## config.mk

```make
export PLATFORM = sky130hd
export DESIGN_NAME = seg_display_scan
export DESIGN_NICKNAME = d
export VERILOG_FILES = /design/src/rtl/seg_display_scan.sv
export SDC_FILE = /design/constraint.sdc
export NUM_CORES = 1
export LEC_CHECK = 0
export CORE_MARGIN = 2
export CORE_UTILIZATION = 35
export DETAILED_ROUTE_END_ITERATION = 10
export PLACE_DENSITY = 0.66
export SYNTH_ARGS = -nofsm -noshare
export SYNTH_HDL_FRONTEND = slang
export SYNTH_SLANG_ARGS = --single-unit
export TNS_END_PERCENT = 50
```

## constraint.sdc

```tcl
create_clock -name clock -period 15.5 [get_ports clock]
set_input_delay 4.65 -clock clock [delete_from_list [all_inputs] [get_ports clock]]
set_output_delay 4.65 -clock clock [all_outputs]
set_load 0.02 [all_outputs]
```

## src/rtl/seg_display_scan.sv

```systemverilog
// seg_display_scan: latches six ASCII digits plus flags, decodes them to 7-segment and scans a 6-digit display.
// Optional macro DISP_PWM_EN adds a brightness[2:0] input that PWM-gates digit_en inside each lit slot.
module seg_display_scan #(
  parameter int SCAN_DIV     = 32,
  parameter int BLANK_CYCLES = 2
) (
  input  logic       clock,
  input  logic       reset,
  input  logic       load,
  input  logic [7:0] lower0001,
  input  logic [7:0] lower0010,
  input  logic [7:0] lower0100,
  input  logic [7:0] lower1000,
  input  logic [7:0] upper01,
  input  logic [7:0] upper10,
  input  logic       point,
  input  logic       col,
  input  logic       AVS,
  input  logic       DAY,
  input  logic       MAX,
  input  logic       TIM,
`ifdef DISP_PWM_EN
  input  logic [2:0] brightness,
`endif
  output logic       load_ack,
  output logic [7:0] seg,
  output logic [5:0] digit_en,
  output logic       colon,
  output logic [3:0] ann,
  output logic       frame_start
);

  localparam int PC_W = (SCAN_DIV > 1) ? $clog2(SCAN_DIV) : 1;

  typedef struct packed {
    logic [5:0][7:0] chr;
    logic            pt;
    logic            col;
    logic [3:0]      ann;
  } frame_t;

  localparam frame_t BLANK_FRAME = frame_t'({{6{8'h20}}, 6'b0});

  function automatic logic [6:0] decode7(input logic [7:0] c);
    case (c)
      8'h30:   decode7 = 7'h3F;
      8'h31:   decode7 = 7'h06;
      8'h32:   decode7 = 7'h5B;
      8'h33:   decode7 = 7'h4F;
      8'h34:   decode7 = 7'h66;
      8'h35:   decode7 = 7'h6D;
      8'h36:   decode7 = 7'h7D;
      8'h37:   decode7 = 7'h07;
      8'h38:   decode7 = 7'h7F;
      8'h39:   decode7 = 7'h6F;
      8'h2D:   decode7 = 7'h40;
      default: decode7 = 7'h00;
    endcase
  endfunction

  frame_t          shadow_q, shadow_d;
  frame_t          active_q, active_d;
  logic [PC_W-1:0] pc_q, pc_d;
  logic [2:0]      idx_q, idx_d;
  logic [7:0]      seg_q, seg_d;
  logic [5:0]      digit_en_q, digit_en_d;
  logic            load_ack_q, load_ack_d;
  logic            frame_start_q, frame_start_d;
  logic            pc_last;
  logic            wrap;
`ifdef DISP_PWM_EN
  logic [2:0]      bright_q, bright_d;
  logic [2:0]      pwm_phase;
`endif

  always_comb begin
    pc_last       = (pc_q == PC_W'(SCAN_DIV - 1));
    wrap          = pc_last && (idx_q == 3'd5);
    pc_d          = pc_last ? '0 : pc_q + PC_W'(1);
    idx_d         = idx_q;
    if (pc_last) idx_d = (idx_q == 3'd5) ? 3'd0 : idx_q + 3'd1;

    // Refresh copies the pre-load shadow; a coincident load lands in the next frame.
    shadow_d = shadow_q;
    if (load) begin
      shadow_d.chr = {upper10, upper01, lower1000, lower0100, lower0010, lower0001};
      shadow_d.pt  = point;
      shadow_d.col = col;
      shadow_d.ann = {TIM, MAX, DAY, AVS};
    end
    active_d = wrap ? shadow_q : active_q;

    load_ack_d    = load;
    frame_start_d = wrap;
    seg_d         = 8'h00;
    digit_en_d    = 6'b0;
`ifdef DISP_PWM_EN
    bright_d  = wrap ? brightness : bright_q;
    pwm_phase = 3'(pc_q - PC_W'(BLANK_CYCLES));
`endif
    if (pc_q >= PC_W'(BLANK_CYCLES)) begin
      seg_d      = {(idx_q == 3'd1) && active_q.pt, decode7(active_q.chr[idx_q])};
      digit_en_d = 6'b1 << idx_q;
`ifdef DISP_PWM_EN
      if (pwm_phase > bright_q) digit_en_d = 6'b0;
`endif
    end
  end

  always_ff @(posedge clock or posedge reset) begin
    if (reset) begin
      shadow_q      <= BLANK_FRAME;
      active_q      <= BLANK_FRAME;
      pc_q          <= '0;
      idx_q         <= 3'd0;
      seg_q         <= 8'h00;
      digit_en_q    <= 6'b0;
      load_ack_q    <= 1'b0;
      frame_start_q <= 1'b0;
`ifdef DISP_PWM_EN
      bright_q      <= 3'd7;
`endif
    end else begin
      shadow_q      <= shadow_d;
      active_q      <= active_d;
      pc_q          <= pc_d;
      idx_q         <= idx_d;
      seg_q         <= seg_d;
      digit_en_q    <= digit_en_d;
      load_ack_q    <= load_ack_d;
      frame_start_q <= frame_start_d;
`ifdef DISP_PWM_EN
      bright_q      <= bright_d;
`endif
    end
  end

  assign seg         = seg_q;
  assign digit_en    = digit_en_q;
  assign load_ack    = load_ack_q;
  assign frame_start = frame_start_q;
  assign colon       = active_q.col;
  assign ann         = active_q.ann;

endmodule

```

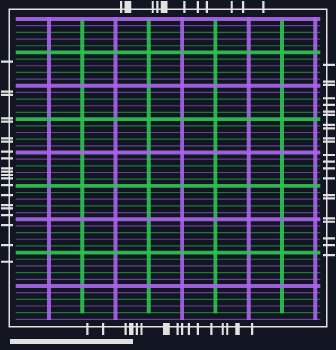
**Above:** run 1 (PDN straps and rails).
Scale bar: 50 um. Pins as bars on the die edge.
Purple shows VSS. Green shows VDD.
The core has 45 rows. 46 met1 rails follow the rows.

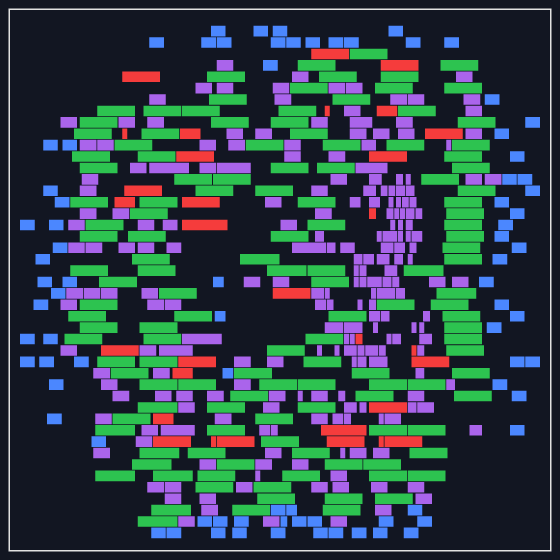
**Above:** run 1 (placement by cell class).
Red shows clock drivers and dummy loads, cells 31. Green shows flip-flops, cells 132. Purple shows all other logic, cells 215. Blue shows other buffers and delay cells, cells 81.
flop share of the area: 47.8%
Std-Cell Core Area: 15200 um^2
Finished Cell Area: 6940 um^2
number of standard-cell rows in the floorplan: 45
Final Core Density: 45.7%

==> run summary, run 1 <==
Implementation results

The flow ran to the end, and the final reports show no timing, DRC or antenna violations. The worst hold path terminates at seg[7]. The net switching fraction of the power is 19.8%. Setup repair after global routing left no endpoint under its margin. The placed wire-length estimate is 6.66 mm. The post-route worst setup slack is 9480 ps.

Summing over every cut layer, the via total after detailed routing is 3116. The met3 demand-to-capacity share in global routing is 5.65%. The synthesized design contains 0 enable-type register cells. According to the Yosys statistics, the synthesized design has a chip area of 5450 um^2. The most frequent logic cell in the layout is dfrtp_1.

Per the GRT log, the top usage layer is met2. The leading cell type by number of instances after synthesis is dfrtp_1. The non-clock buffer total of the final layout is 81. The non-clock inverter count in the final layout is 5. The length of routed met3 wiring is 533 um. The synthesis run shows multiplexers occupying 26.3% of the cell area. The placed instances occupy a cell area of 6360 um^2.

The tally of clock buffers in the finished layout is 27. The first-iteration detailed-routing DRC count is 99. The simple-gate portion of the synthesized area is 4.96%. For this configuration, the core starts out at a cell density of 35.9%. The power report attributes to the combinational group a share of 5.0%. Per the cell usage report, the commonest logic cells after layout are dfrtp_1 (120), mux2_2 (110), clkdlybuf4s50_1 (76).

The number of placed I/O pins is 78. The reg-to-reg critical path endpoint is seg[5]. The register with the most flip-flops in the layout has 54 of them. The transition time at the pin with the least slew margin is 1030 ps. The library cell used as clock root buffer is clkbuf_16. After synthesis, the design contains 370 cells according to Yosys.

After synthesis the netlist holds a flip-flop and latch count of 132. The largest register by flop count is shadow_q. The number of buffers inserted by port buffering is 77. The deepest clock path buffer count is 2.

By area the synthesized netlist is led by dfrtp_1 (55%), mux2_2 (23%), dfstp_2 (5.8%), mux4_2 (1.7%), mux4_1 (0.96%). The DRC violation count after routing is 0. The detailed-router iteration count before antenna repair is 5.

Across the placement rows, the number of tap cells is 188. Hold-check failures listed in the final report amount to 0. The power density over the cells is 115 nW/um^2. The total routed wire length on the met1 layer is 4.80 mm. Global routing used 17.4% of the available met1 tracks. Entering global routing, the biggest net connects 86 pins. In the synthesized netlist the dominant register cell turns out to be dfrtp_1. The setup total negative slack is 0 ps.

Per the synthesis report, the AND-OR/OR-AND share of the synthesized area is 3.60%. The source of the critical timing path is ann[3]. Per the detailed-route log, wirelength across all metal layers totals 10.0 mm. Sequential cells were found to cover 60.9% of the synthesized design area.

The clock distribution area overhead in the final layout is 8.40%. For this run, the script counts the antenna cells in the layout as 0. The final non-filler cell total is 647. Of the total power, the clock network draws 49.1%. The share of synthesized cell area in full adder, half adder and majority cells is 0.918%. The data required time of the critical path is 10850 ps. The first global-routing pass estimated 16.4 mm of wire. The number of stages on the worst hold path is 1.

The via count of the first global-routing pass is 3222. The analysis reports a worst IR drop on VDD of 73.7 uV. The critical setup path kind is flip-flop to output port. Hold repair after CTS inserted 0 buffers.

The total net switching power is 159 uW. The post-synthesis xor/xnor area fraction is 0.482%. The synthesized netlist net count is 431. The layout buffering overhead excluding clock cells is 11.5%. The post-CTS setup buffer count is 0. The die footprint is 16600 um^2.

The maximum fanout along the worst path is 2. The worst setup path is launched from a flip-flop. The CTS tree is yes. Internal power comes to 642 uW. Timing analysis after detailed placement gives a worst setup slack of 8940 ps. Summed over all instances, the cell type with the most area after synthesis is dfrtp_1.

The number of failing setup endpoints in the final timing report is 0. The worst path needs 6020 ps of the cycle, external delays included. The sequential power reported by the tool is 368 uW. Per the run report, area growth between synthesis and finish was 27.3%. Along the critical path, the tally of buffer and inverter instances is 1.

The number of cells on the worst reg-to-reg path is 5. Summing all flip-flop and latch instances after layout gives 3320 um^2. The synthesized area is 5450 um^2. Of the total standard cell area in the layout, the multi-input combinational portion is 28.6%. For this run, the total global-route usage over all layers was measured as 13.1%. Measured along the x axis, the die boundary spans 129 um. Following the worst setup path forward leads to its endpoint at ann[3]. Routing resource usage on met2 recorded by global route was 19.3%. The clock buffer count from CTS is 17.

The total tool warning count is 27. The proportion of synthesized flip-flops having asynchronous set or reset is 100%. The worst setup path is captured at an output port.

The area share of the largest cell type after synthesis is 55.1%. The layout contains a multi-input combinational cell count of 210. The source of the worst register-to-register timing path is idx_q[0]. The critical path's slowest stage uses the library cell clkdlybuf4s50_1. The number of sequential cells is 132. The cell count after synthesis is 370.

The number of warnings issued by yosys is 0. Listed in order, past its start point the critical path passes clkdlybuf4s50_1. The cell type group with the largest total delay on the critical path is buffers and inverters. The placement summary gives the final routability congestion estimate as 0.730.

The clock drives 132 sinks. CTS built an H-tree with a depth of 4. The worst-case reg-to-reg setup slack stands at 12320 ps.

The maximum clock rate is 166 MHz. The commonest cells after synthesis are dfrtp_1 (120), mux2_2 (110), nor2_1 (14).
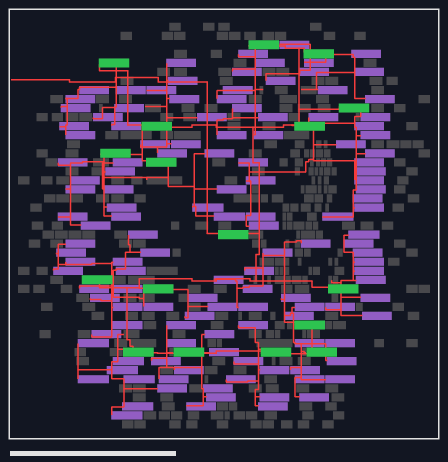
**Above:** run 1 (routed clock nets over the placement).
Scale bar: 50 um.
Red shows clock wires, length 1660 um. Purple shows flip-flops, count 132. Green shows cells driving clock nets, count 17.
Position of the flops: spread over the die.
worst clock skew on the final layout: 9.63 ps
Insertion Delay late pin: 420 ps
power attributed to the clock group: 393 uW

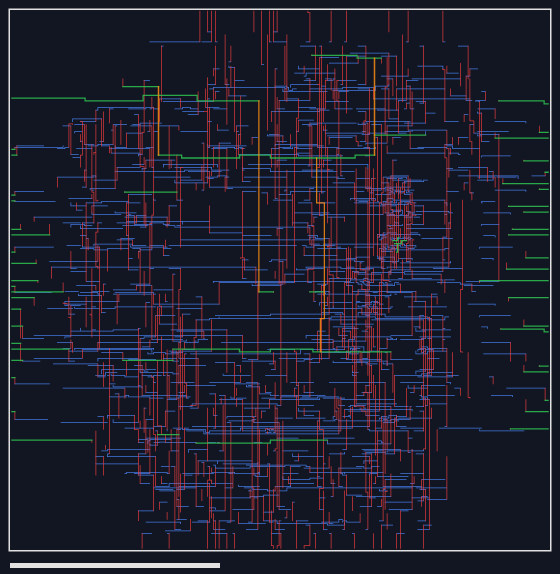
**Above:** run 1 (metal layers overlaid).
Scale bar: 50 um.
Green shows met3, wire length 534 um. Orange shows met4, wire length 134 um. Red shows met2, wire length 4540 um. Blue shows met1, wire length 4800 um.

**Run 1: clock nets**

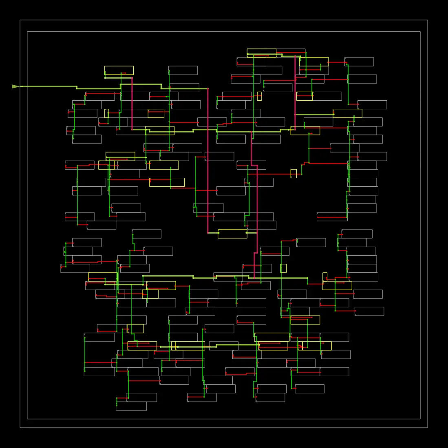

==> run 2, diff against run 1 <==
--- a/config.mk
+++ b/config.mk
@@ -8,7 +8,7 @@
 export CORE_MARGIN = 2
 export CORE_UTILIZATION = 35
 export DETAILED_ROUTE_END_ITERATION = 10
-export PLACE_DENSITY = 0.66
+export PLACE_DENSITY = 0.68
 export SYNTH_ARGS = -nofsm -noshare
 export SYNTH_HDL_FRONTEND = slang
 export SYNTH_SLANG_ARGS = --single-unit
==> constraint.sdc (replaced) <==
create_clock -name clock -period 5.31 [get_ports clock]
set_input_delay 1.593 -clock clock [delete_from_list [all_inputs] [get_ports clock]]
set_output_delay 1.593 -clock clock [all_outputs]
set_load 0.02 [all_outputs]
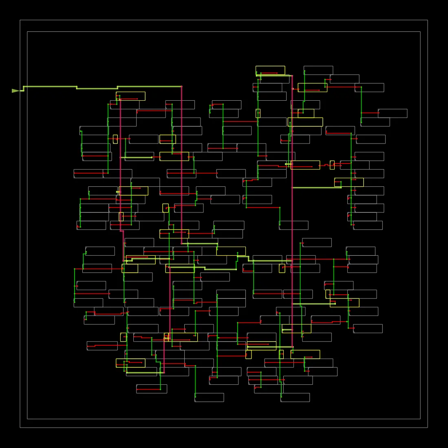
**Above:** run 2 (clock nets).
power attributed to the clock group: 1070 uW
clock buffers created by TritonCTS: 17
Clock Sink Count: 132
clock buffers: 27
worst clock skew on the final layout: 5.23 ps

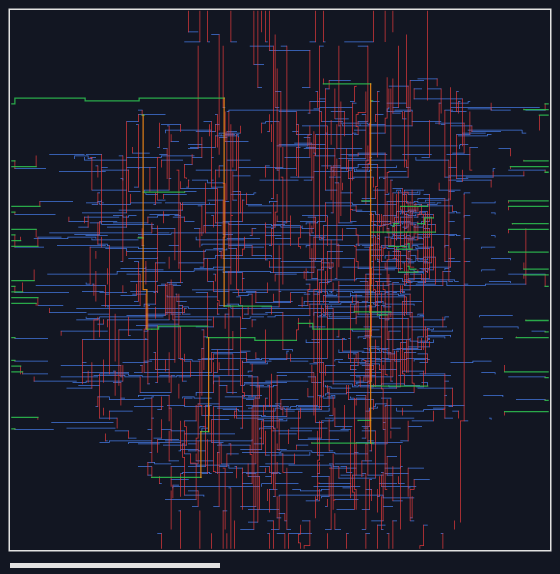
**Above:** run 2 (metal layers overlaid).
Scale bar: 50 um.
Blue shows met1, wire length 4690 um. Red shows met2, wire length 4770 um. Green shows met3, wire length 426 um. Orange shows met4, wire length 221 um.

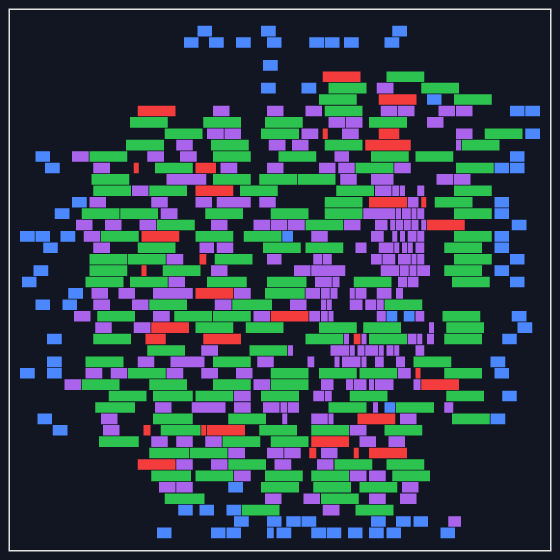
**Above:** run 2 (placement by cell class).
flop share of the area: 48.1%
Finished Cell Area: 6900 um^2

==> run summary, run 2 <==
Implementation results

For the pin with the worst max-slew slack, the measured transition is 1240 ps. The number of cells on the worst reg-to-reg path is 5. Per the CTS log, the root buffer master is clkbuf_16. The proportion of synthesized flip-flops having asynchronous set or reset is 100%.

The share of synthesized cell area in full adder, half adder and majority cells is 0.918%. The non-clock inverter count in the final layout is 5. Hold repair after CTS inserted 0 buffers. After synthesis, flip-flops and latches occupy 60.9% of the total area. OpenSTA lists the critical path startpoint as colon. The via density per instance is 4.88. The cell count after synthesis is 370. The all-layer global routing usage is 13.2%. After Yosys synthesis, XOR and XNOR cells account for 0.482% of the synthesized area. The overall power consumption is 2260 uW.

The number of antenna diodes is 0. Summing the areas of all and, or, nand and nor instances in the mapped netlist gives 4.96% of the synthesized area. The clock distribution area overhead in the final layout is 7.87%. For reference, the post-synthesis area per instance comes to 14.7 um^2. The proportion of power drawn by flip-flops and latches is 47.5%. The report lists the power per cell area as 328 nW/um^2. The post-cts gate resize count is 0. In this run the number of H-tree levels came out at 4. The total cells reported by yosys after synthesis is 370. The wire length of the first global-routing pass is 16.5 mm.

Across the whole layout, multi-input logic makes up 28.8% of the cell area. The worst hold path endpoint is pc_q[0]. In the post-synthesis netlist, the cell with the most instances is dfrtp_1. Yosys reported a register bit count of 132. Per STA, the worst path is made up of clkdlybuf4s50_1. The headroom to the max-slew limit is 17.1%. RePlAce ended its routability-driven mode at a weighted congestion of 0.790. The height of the die is 129 um. Summed over all sequential cells, the power is 1070 uW.

The post-placement cell area is 6360 um^2. Counting the warning lines in the Yosys log gives 0. Combinational cells account for 5.2% of the total power. The detailed placer reported the number of placed instances as 616. Setup repair after global routing left no endpoint under its margin.

The relative contribution of the clock network to total power is 47.3%. In the final design, more cell area goes to sequential cells than to any other class. For flop-to-flop paths, the worst setup slack is 2490 ps.

Non-clock buffering takes up 11.5% of total cell area after layout. The non-clock buffer total of the final layout is 81. The final max-slew violation count recorded for this run is 0. Per the GRT log, the top usage layer is met2. In this design, the largest share of critical-path delay is due to buffers and inverters. The length of routed met3 wiring is 425 um. The horizontal die dimension reported for this design is 129 um.

The number of antenna violations at the first check in global routing is 0. The synthesized design contains 0 enable-type register cells. The area recorded from the Yosys report for this design is 5450 um^2. The number of cells on the critical path is 1. The number of buffers inserted by port buffering is 77. The maximum clock rate is 338 MHz. According to the report, the first pass of detailed routing completed in 5 iterations. TritonCTS built the clock tree.

For met2 alone, demand over resource in global routing was 20.3%. Before placement the cells fill 35.9% of the core. The run finished with clean final reports. Entering global routing, the biggest net connects 56 pins.

The critical setup path kind is flip-flop to output port. Sequential cells placed in the final layout were counted as 132. The source of the worst register-to-register timing path is idx_q[0]. Looking at the critical path, the highest net fanout was 2. The number of placed I/O pins is 78.

The final report lists a non-filler cell total of 648. The via count of the first global-routing pass is 3310. Yosys reports that the leading cell type by area covers 55.1% of the netlist area. From synthesis to final layout, the design area changed by 26.6%. The final critical delay including setup and external delays is 2950 ps. For reference, the top cells by area after synthesis are dfrtp_1 (55%), mux2_2 (23%), dfstp_2 (5.8%), mux4_2 (1.7%), mux4_1 (0.96%).

The minimum setup slack after placement is 2170 ps. The final layout contains routed wiring with a total length of 10.1 mm. Per the detail_route report, DRC violations left total 0. Detailed-route iteration 0 reported a violation count of 249. Yosys reports the multiplexer fraction of the synthesized area as 26.3%. The register with the most flip-flops in the layout has 54 of them.

The type of element launching the critical path is a flip-flop. The setup total negative slack is 0 ps. The most used flip-flop cell after synthesis is dfrtp_1. The post-route report lists met1 wire length as 4.69 mm.

The synthesized netlist net count is 431. The row count is 45. The die footprint is 16600 um^2. The share of synthesized cell area in and-or and or-and compound cells is 3.60%. The core region is 15200 um^2.

The distinct cell type count of the synthesized netlist is 43. The final core area utilization is 45.4%. 210 cells are multi-input combinational gates.

The cell area that synthesis handed to floorplanning was 5450 um^2. The critical path in the final layout is reported with a setup slack of 2360 ps. Buffers added to address setup during post-CTS repair amount to 0. TritonRoute output was used to compute an average wire per cell of 15.6 um. Warnings raised by the tools during the run amount to 27. The combinational group power is 119 uW.

The number of hold violations in the final report is 0. After synthesis, the most frequently instantiated cells are dfrtp_1 (120), mux2_2 (110), nor2_1 (14). The number of failing setup endpoints in the final timing report is 0. In the final layout, flip-flops and latches occupy 3320 um^2. The highest supply drop recorded on VDD is 241 uV.

The capturing instance or port of the critical path is colon. The slowest cell on the critical path is clkdlybuf4s50_1. The data required time of the critical path is 3720 ps.

Tap insertion was completed with 188 tapcells. The library cells used most frequently in the layout, excluding fill and tap cells, are dfrtp_1 (120), mux2_2 (110), clkdlybuf4s50_1 (76). CTS reports a maximum clock tree buffer depth of 2. The total net switching power is 458 uW. The worst setup path is captured at an output port. For the worst min-delay path, the startpoint reported by OpenROAD is pc_q[0].

In this run switching power makes up 20.3% of total power. The met3 demand-to-capacity share in global routing is 3.66%. The library cell occupying the most area in the post-synthesis netlist is dfrtp_1. The source-to-sink clock delay at the later pin of the worst-skew pair is 420 ps. The number of stages on the worst hold path is 1. According to the dpl log, the detail-placed design has an HPWL of 6.83 mm. For this block, the via count after detailed routing is 3160. The total buffers and inverters traversed by the critical path is 1.

The most frequent logic cell in the layout is dfrtp_1. The global route stage reports its total congestion overflow as 0. The global routing report lists met1 layer usage as 17.3%. Per the timing report, the most critical flop-to-flop path finishes at seg[5]. The largest register by flop count is shadow_q. The internal power contribution is 1800 uW.
**Run 2: PDN straps and rails**

Scale bar: 50 um. Pins as bars on the die edge.
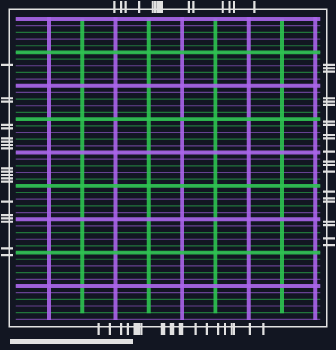

==> run 3, diff against run 2 <==
==> constraint.sdc (replaced) <==
create_clock -name clock -period 2.46 [get_ports clock]
set_input_delay 0.738 -clock clock [delete_from_list [all_inputs] [get_ports clock]]
set_output_delay 0.738 -clock clock [all_outputs]
set_load 0.02 [all_outputs]
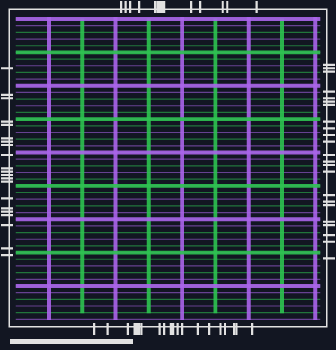
**Above:** run 3 (PDN straps and rails).
Scale bar: 50 um. Pins as bars on the die edge.
Purple shows VSS. Green shows VDD.
9 straps on met5. 78 signal pins sit on the boundary. 9 straps on met4. 46 met1 rails follow the rows. The core has 45 rows.
Die Wd: 129 um
Die Height: 129 um

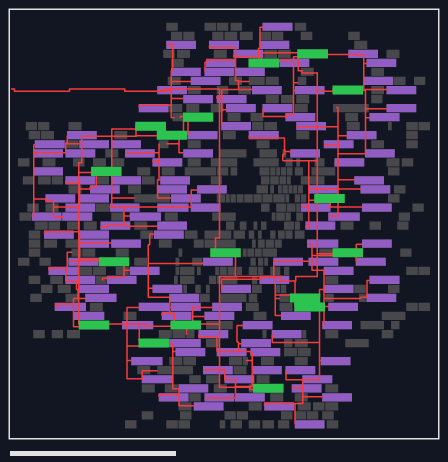
**Above:** run 3 (routed clock nets over the placement).
Scale bar: 50 um.
Purple shows flip-flops, count 132. Green shows cells driving clock nets, count 17. Red shows clock wires, length 1700 um.
Position of the flops: spread over the die. There are 18 routed clock nets.

==> run summary, run 3 <==
Implementation results

The fraction of standard cell area in multi-input logic is 27.9%. Clock skew on the completed layout was measured at 6.49 ps. Per report_power, the Sequential row totals 2320 uW. The proportion of synthesized flip-flops having asynchronous set or reset is 100%. In this run, synthesis inferred 0 flip-flops with an integrated enable.

For reference, the critical path is launched at idx_q[0]. The clock period could shrink to 2190 ps. The DRC violation count after routing is 0.

The final layout reports a setup TNS of 0 ps. The deepest clock path buffer count is 2. The cell count after placement is 623. The clock network power is 2610 uW. The wire length of the first global-routing pass is 18.1 mm. The largest register by flop count is shadow_q.

The critical path contains buffers and inverters numbering 0 combined. The cell-mix breakdown from Yosys lists the simple-gate area share as 4.96%. The net switching fraction of the power is 21.6%.

Across all stage logs, warnings added up to 27. The initial core utilization is 35.9%. The via density per instance is 4.93.

In the global route stage, met1 resource usage came out at 19.2%. The synthesized netlist devotes 0.918% of its cell area to adder and majority cells. Routing resource usage on met2 recorded by global route was 22.1%. The routed wire length is 10.8 mm. Counting the inverters off the clock network in the layout gives 5. The via count of the first global-routing pass is 3518.

The most common logic cells in the final layout are dfrtp_1 (120), mux2_2 (110), clkdlybuf4s50_1 (76). Per the synthesis report, the AND-OR/OR-AND share of the synthesized area is 3.60%. The total routed wire length on the met1 layer is 5.11 mm. The relative contribution of the clock network to total power is 50.2%.

The maximum clock rate is 456 MHz. The library cell occupying the most area in the post-synthesis netlist is dfrtp_1. In this run the critical register-to-register path is captured at seg[6]. The final non-filler cell total is 655. The most used flip-flop cell after synthesis is dfrtp_1. Leaving out the clock tree, the finished layout contains a buffer count of 88. The setup check on the worst reg-to-reg path leaves a slack of 270 ps. The number of cells on the critical path is 5. Per STA, the endpoint of the critical path is seg[6]. By area the synthesized netlist is led by dfrtp_1 (55%), mux2_2 (23%), dfstp_2 (5.8%), mux4_2 (1.7%), mux4_1 (0.96%).

The launch instance of the worst min-delay path is pc_q[0]. The run finished with clean final reports. The post-cts gate resize count is 0.

In the hold report, the worst path ends at pc_q[0]. The register with the most flip-flops in the layout has 54 of them. The end-of-flow timing check tallies setup violations at 0. The total net switching power is 1120 uW.

Among cell families on the critical path, the largest total delay comes from simple AND/OR/NAND/NOR gates. The level count of the clock H-tree is 4. The slowest stage of the critical path is the mux4_2 cell. The number of antenna diodes is 0.

Global routing consumed, over all layers together, 14.3% of the routing resources. The CTS report gives the tree buffer count as 17. The placed instances occupy a cell area of 6480 um^2. The tap cell count is 188. The length of routed met3 wiring is 486 um. In the finished design the tool counted flip-flops and latches totalling 132. Yosys mapped the design onto 43 distinct sky130hd cell types.

Leaving out fill and tap cells, the most frequent cell in the layout is dfrtp_1. The post-synthesis xor/xnor area fraction is 0.482%. Detailed routing inserted a total of 3229 vias. For this run, global-route usage on met3 was measured as 3.87%.

The data required time of the critical path is 2800 ps. The area share of the largest cell type after synthesis is 55.1%. The minimum setup slack after placement is 269 ps. Per the post-synthesis stats, the area per cell is 14.7 um^2. The tally of clock buffers in the finished layout is 18. In this run the power density over the cells is 731 nW/um^2. By area, the class that comes first in the final layout consists of sequential cells. The post-cts hold buffer count is 0.

The headroom to the max-slew limit is 68.3%. The overall power consumption is 5190 uW. The synthesized instance count is 370. The core region is 15200 um^2. In this run the worst path has a maximum fanout of 7.
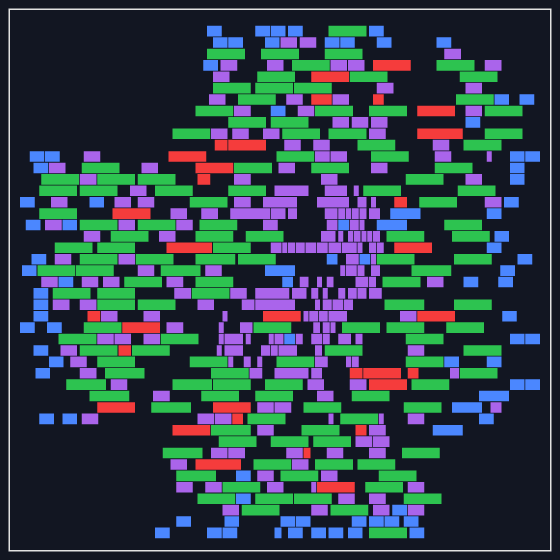
**Above:** run 3 (placement by cell class).
flop share of the area: 46.7%
Final Core Density: 46.7%
Finished Cell Area: 7100 um^2

Power and IR drop assume default switching activity.
